**config.mk**
```make
export PLATFORM = sky130hd
export DESIGN_NAME = pipe_stage_skid
export DESIGN_NICKNAME = d
export VERILOG_FILES = /design/src/rtl/pipe_stage_skid.sv
export SDC_FILE = /design/constraint.sdc
export NUM_CORES = 1
export LEC_CHECK = 0
export ABC_AREA = 0
export CAP_MARGIN = 20
export CORE_UTILIZATION = 40
export DETAILED_ROUTE_END_ITERATION = 8
export PLACE_DENSITY = 0.77
export SYNTH_ARGS = -nofsm -noshare
export SYNTH_HDL_FRONTEND = slang
export SYNTH_SLANG_ARGS = --single-unit
```
**constraint.sdc**
```tcl
create_clock -name clk -period 4.5 [get_ports clk]
set_input_delay 1.35 -clock clk [delete_from_list [all_inputs] [get_ports clk]]
set_output_delay 1.35 -clock clk [all_outputs]
set_load 0.1 [all_outputs]
```
**src/rtl/pipe_stage_skid.sv**
```systemverilog
// pipe_stage_skid
//   Two-entry pipeline register with a skid buffer. in_ready and out_valid are
//   decoded from the state register only. There is no combinational path from
//   out_ready to in_ready. A stalled downstream therefore costs one extra
//   entry of storage and no timing path.
//
// Ports
//   clk        rising-edge clock
//   clr        asynchronous active-high reset
//   flush      synchronous discard of held entries (stall_cnt untouched)
//   cnt_clr    synchronous clear of stall_cnt (wins over increment)
//   in_valid   / in_ready  / in_ctrl  / in_data   upstream handshake + entry
//   out_valid  / out_ready / out_ctrl / out_data  downstream handshake + entry
//   occupancy  held entries: 0, 1 or 2
//   stall_cnt  saturating count of cycles with out_valid & !out_ready
//
// state   | meaning
// --------+-------------------------------------------------------------
// S_EMPTY | nothing held; main/skid don't care
// S_ONE   | main holds the oldest entry; skid unused
// S_FULL  | main holds the oldest entry, skid the next one; in_ready = 0

module pipe_stage_skid #(
  parameter int DATA_W        = 32,
  parameter int CTRL_W        = 24,
  parameter int CNT_W         = 16,
  parameter bit ZERO_ON_EMPTY = 1'b1
) (
  input  logic              clk,
  input  logic              clr,
  input  logic              flush,
  input  logic              cnt_clr,
  input  logic              in_valid,
  output logic              in_ready,
  input  logic [CTRL_W-1:0] in_ctrl,
  input  logic [DATA_W-1:0] in_data,
  output logic              out_valid,
  input  logic              out_ready,
  output logic [CTRL_W-1:0] out_ctrl,
  output logic [DATA_W-1:0] out_data,
  output logic [1:0]        occupancy,
  output logic [CNT_W-1:0]  stall_cnt
);

  typedef enum logic [1:0] {
    S_EMPTY = 2'd0,
    S_ONE   = 2'd1,
    S_FULL  = 2'd2
  } state_t;

  state_t            state;
  logic [CTRL_W-1:0] main_ctrl;
  logic [DATA_W-1:0] main_data;
  logic [CTRL_W-1:0] skid_ctrl;
  logic [DATA_W-1:0] skid_data;

  always_ff @(posedge clk or posedge clr) begin
    if (clr) begin
      state     <= S_EMPTY;
      main_ctrl <= '0;
      main_data <= '0;
      skid_ctrl <= '0;
      skid_data <= '0;
    end else if (flush) begin
      // Flush beats any same-cycle transfer; the incoming entry is dropped.
      state     <= S_EMPTY;
      main_ctrl <= '0;
      main_data <= '0;
      skid_ctrl <= '0;
      skid_data <= '0;
    end else begin
      case (state)
        S_EMPTY: begin
          if (in_valid) begin
            main_ctrl <= in_ctrl;
            main_data <= in_data;
            state     <= S_ONE;
          end
        end
        S_ONE: begin
          if (in_valid) begin
            if (out_ready) begin
              main_ctrl <= in_ctrl;
              main_data <= in_data;
            end else begin
              // Downstream stalled: park the new entry behind main.
              skid_ctrl <= in_ctrl;
              skid_data <= in_data;
              state     <= S_FULL;
            end
          end else if (out_ready) begin
            state <= S_EMPTY;
          end
        end
        S_FULL: begin
          if (out_ready) begin
            main_ctrl <= skid_ctrl;
            main_data <= skid_data;
            state     <= S_ONE;
          end
        end
        default: state <= S_EMPTY;
      endcase
    end
  end

  assign in_ready  = (state == S_EMPTY) || (state == S_ONE);
  assign out_valid = (state == S_ONE) || (state == S_FULL);
  assign occupancy = state;

  // main can still hold a stale entry after draining to S_EMPTY, so mask it.
  generate
    if (ZERO_ON_EMPTY) begin : g_zero_empty
      assign out_ctrl = out_valid ? main_ctrl : '0;
      assign out_data = out_valid ? main_data : '0;
    end else begin : g_raw
      assign out_ctrl = main_ctrl;
      assign out_data = main_data;
    end
  endgenerate

  always_ff @(posedge clk or posedge clr) begin
    if (clr) begin
      stall_cnt <= '0;
    end else if (cnt_clr) begin
      stall_cnt <= '0;
    end else if (out_valid && !out_ready && (stall_cnt != {CNT_W{1'b1}})) begin
      stall_cnt <= stall_cnt + CNT_W'(1);
    end
  end

endmodule

```
==> notes.org, run 1 <==
#+TITLE: Synthesis and PnR summary

** Critical path
- The critical path in this run is classified as reg2out.
- STA classifies the critical path endpoint as a primary output.
- The number of buffers and inverters on the critical path is 2.
- Cell-by-cell trace of the critical path :: inv_1, ha_2, and2_1, buf_4
- STA classifies the critical path startpoint as a flip-flop.

** Floorplan
- Starting utilization of the core area :: 40.7%

** Synth
- Top cells by count, synth :: sky130_fd_sc_hd__dfrtp_1, sky130_fd_sc_hd__nor2_1, sky130_fd_sc_hd__mux2i_1
- MUX area fraction :: between 10 and 15%
- After Yosys synthesis, XOR and XNOR cells account for less than 1% of the synthesized area.

** Power
- Internal power :: 2.60 mW
- The script extracted a total leakage power of around 3.5 nW.
- Switching Power :: 1.79 mW
- Power drawn by the combinational cells :: about 1.6 mW

** Layout
- Layout cells sized above 1 :: 16.0%
- Nets :: approximately 740
- Top logic cells by instance count in the layout :: sky130_fd_sc_hd__dfrtp_1, sky130_fd_sc_hd__clkdlybuf4s50_1, sky130_fd_sc_hd__nor2_1
- Compared with the post-synthesis result, the final layout area differs by 31.2%.
- Most frequent logic cell in the layout :: sky130_fd_sc_hd__dfrtp_1

** Global routing
- The initial antenna violation count came to 0.
- After global routing the overflow that remains totals 0.
- The first global-routing pass estimated about 24000 µm of wire.

** Job
- Max Cap Viol :: 0

** Run status
- Status :: complete, no violations

** Placement
- Total placed instance area :: ~0.0075 mm²

** Routing
- After detailed routing, the number of vias per cell comes to around 5.5.
- Summing over every cut layer, the via total after detailed routing is approximately 4800.
- Met1 Routed Length :: around 7000 µm

** Clock network
- Post-cts hold buffer count :: 0
- Number of sinks driven by the clock tree :: 130

** Final timing
- Final worst path period share :: 86.2%

** Hold path
- End point of the worst hold path :: skid_ctrl[11]$_DFFE_PP0P_
run 1: area by class of cell:
| type | instances | area (µm²) |
|---|---|---|
| fillers | 1300 | 7050 |
| flip-flops and latches | 130 | 3250 |
| multi-input cells | 371 | 2710 |
| repair buffers | 144 | 1300 |
| clock buffers | 26 | 519 |
| well taps | 188 | 235 |
| clock inverters | 4 | 47.5 |
| inverters | 7 | 30.0 |
run 1: per-stage QoR:
step	power [mW]	setup WS, ns
after floorplan	2.74	0.0343
after global placement	3.07	1.12
after detailed placement	3.10	1.03
after CTS	4.43	0.579
after global routing	4.59	0.405
final	4.39	0.623
run 1: flip-flops by register name (all words and copies together), names as in the netlist:
name       cells
main_ctrl     24
occupancy      2
stall_cnt     16
main_data     32
skid_ctrl     24
skid_data     32
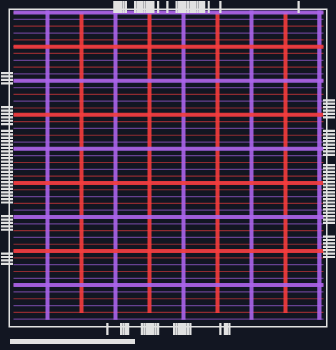
(run_1/floorplan.png)
Bar = 50 µm. Pins as bars on the die edge.
Key: purple = VSS; red = VDD
The core has 45 rows. 138 signal pins sit on the boundary. 46 met1 rails follow the rows. 9 straps on met4.
die boundary height: 126 µm
Core Footprint: 0.0151 mm²
maximum VDD drop: 0.420 mV

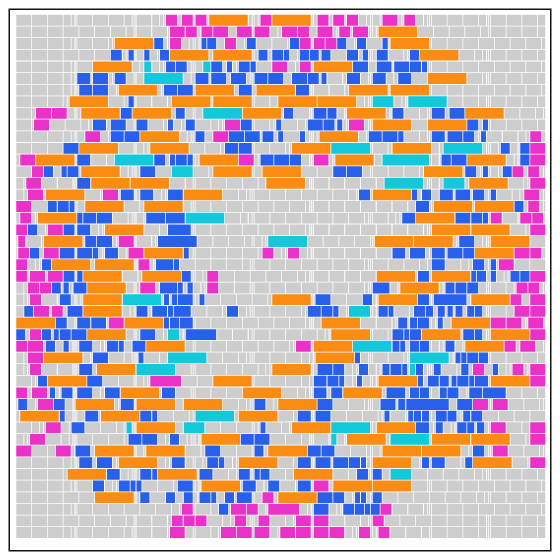
(run_1/class_map.png)
Fill, decap, tap and diode cells in grey.
Key: orange = registers [cells 130, share of their area 41%]; blue = remaining logic cells [cells 378, share of their area 35%]; magenta = remaining buffers and delay cells [cells 144, share of their area 17%]; cyan = clock drivers and dummy loads [cells 30, share of their area 7.2%]
post-route cell area: 0.00809 mm²
post-layout util: 53.4%
number of rows in the core area: 45
flop share of the area: 40.2%

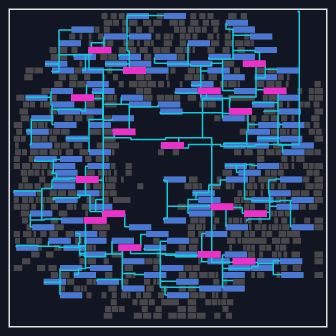
(run_1/clock_wires.png)
Key: blue = flip-flops [count 130]; cyan = clock wires [length 1690 µm]; magenta = clock-net drivers [count 17]
Position of the flops: all over the die. There are 18 routed clock nets.
power of the clock network: 1.32 mW
skew final: 0.00668 ns
share of power burned in the clock network: 30.0%
Late-Pin Clk Latency: 0.41 ns

==> inputs of run 2 (changes only) <==
--- a/config.mk
+++ b/config.mk
@@ -5,11 +5,12 @@
 export SDC_FILE = /design/constraint.sdc
 export NUM_CORES = 1
 export LEC_CHECK = 0
-export ABC_AREA = 0
+export ABC_AREA = 1
 export CAP_MARGIN = 20
 export CORE_UTILIZATION = 40
+export CTS_CLUSTER_DIAMETER = 60
 export DETAILED_ROUTE_END_ITERATION = 8
-export PLACE_DENSITY = 0.77
+export PLACE_DENSITY = 0.76
 export SYNTH_ARGS = -nofsm -noshare
 export SYNTH_HDL_FRONTEND = slang
 export SYNTH_SLANG_ARGS = --single-unit
==> notes.org, run 2 <==
#+TITLE: Synthesis and PnR summary

** Job
- Max Cap Viol :: 0 (unchanged)

** Layout
- Area used by multi-input combinational logic :: 0.00278 mm² (was 0.00271 mm²)
- The number of clock-tree buffers in the layout came to 26 (unchanged).
- Clk tree area frac :: 6.41% (was 7.00%)
- Nets :: 1081 (was 738)
- Layout cells sized above 1 :: 11.0% (was 16.0%)
- The multi-input combinational cell count came to 585 (was 371).
- The most used logic cell in the final layout was sky130_fd_sc_hd__nand2_1 (was sky130_fd_sc_hd__dfrtp_1).
- Non-clock buffer count :: 149 (was 144)
- Top logic cells by instance count in the layout :: sky130_fd_sc_hd__nand2_1, sky130_fd_sc_hd__o21ai_0, sky130_fd_sc_hd__inv_1, sky130_fd_sc_hd__dfrtp_1, sky130_fd_sc_hd__clkdlybuf4s50_1 (was sky130_fd_sc_hd__dfrtp_1, sky130_fd_sc_hd__clkdlybuf4s50_1, sky130_fd_sc_hd__nor2_1)
- Top cell class by occupied area :: registers (unchanged)
- Multi-input gate share of total cell area :: 31.8% (was 33.5%)
- Register area :: 0.00325 mm² (about the same)
- Sequential cell count :: 130 (unchanged)
- Area growth from synthesis to final layout :: 28.8% (was 31.2%)
- Number of signal-net inverters in the final layout :: 131 (was 7)

** Floorplan
- The floorplan utilization is 40.9% (was 40.7%).
- The die outline height is 132 µm (was 126 µm).
- The tap cell count was 220 (was 188).

** Power
- Static Leak :: 4.52 nW (was 3.52 nW)
- Power drawn by the combinational cells :: 1.97 mW (was 1.64 mW)
- The highest ir drop seen on vdd was 0.423 mV (was 0.420 mV).
- The power consumption was 4.77 mW (was 4.39 mW).
- Power of the clock network :: 1.32 mW (about the same)
- Internal power :: 2.64 mW (was 2.60 mW)
- Switching Power :: 2.13 mW (was 1.79 mW)

** Global routing
- First-pass GRT wire length :: 29200 µm (was 24400 µm)
- The initial antenna violation count came to 1 (was 0).

** Critical path
- The sort of element at the start of the critical path is a flip-flop (unchanged).
- Cell-by-cell trace of the critical path :: inv_1, ha_2, buf_4, nand2_1, inv_1, buf_4 (was inv_1, ha_2, and2_1, buf_4)
- The critical path buffer and inverter count was 4 (was 2).

** Final timing
- The worst setup margin came to 0.615 ns (was 0.623 ns).
- The portion of the clock cycle consumed by the worst path in the final layout came to 86.3% (was 86.2%).

** Routing
- Detailed-route via count :: 6235 (was 4824)
- The detail-routed via count per cell is 5.00 (was 5.54).

** Run status
- Status :: complete, no violations (unchanged)

** Synth
- XOR Share, Synth :: 0.646% (was 0.284%)
- Top cells by count, synth: sky130_fd_sc_hd__nand2_1, sky130_fd_sc_hd__o21ai_0, sky130_fd_sc_hd__dfrtp_1, sky130_fd_sc_hd__inv_1, sky130_fd_sc_hd__nand3_1 (was sky130_fd_sc_hd__dfrtp_1, sky130_fd_sc_hd__nor2_1, sky130_fd_sc_hd__mux2i_1).

** Placement
- The post-placement cell area came to 0.00817 mm² (was 0.00752 mm²).

** Clock network
- The number of hold buffers added after cts is 0 (unchanged).
## run 2: cell count changes in the layout (fill, tap and decap cells not counted), sizes merged, moves of 56 or more
cell    before  now
nand3        5   68
mux2i       57    0
o21ai        4  178
nand2        6  229
a22o        56    0
a211oi      57    0
inv          6  129
and2        56    0
## run 2: kinds of logic after synthesis
| logic type | after synthesis |
|---|---|
| buffers and inverters | 194 |
| adders and majority gates | 5 |
| AOI/OAI and AO/OA | 241 |
| xor gates and xnor gates | 5 |
| DFF | 130 |
| and+or+nand+nor | 334 |
## run 2: per-layer routing
layer | track usage, % | routed length, µm
met5 | 0 | 0
met4 | 7.28 | 281
met3 | 4.81 | 1130
met2 | 33.7 | 8010
met1 | 27.7 | 7870
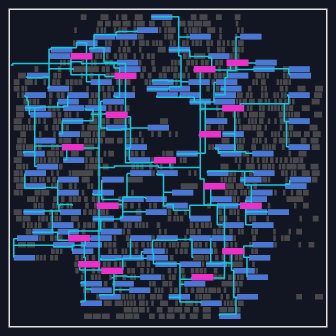
(run_2/clock_wires.png)
Key: cyan = clock wires [length 1780 µm]; magenta = clock-net drivers [count 17]; blue = flip-flops [count 130]
Position of the flops: all over the die.
skew final: 0.00488 ns
share of power burned in the clock network: 27.6%
Late-Pin Clk Latency: 0.42 ns

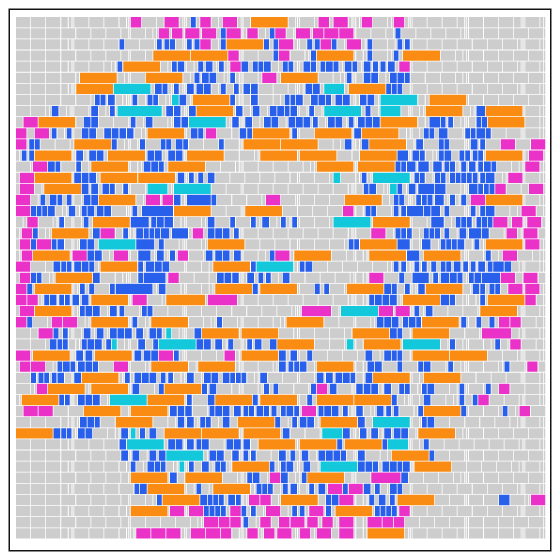
(run_2/class_map.png)
Fill, decap, tap and diode cells in grey.
Key: orange = registers [cells 130, share of their area 38%]; magenta = remaining buffers and delay cells [cells 149, share of their area 16%]; cyan = clock drivers and dummy loads [cells 31, share of their area 6.6%]; blue = remaining logic cells [cells 716, share of their area 39%]
number of rows in the core area: 47
post-layout util: 52.6%
post-route cell area: 0.00873 mm²
Core Footprint: 0.0166 mm²

Power is estimated from default activity; no workload was simulated.
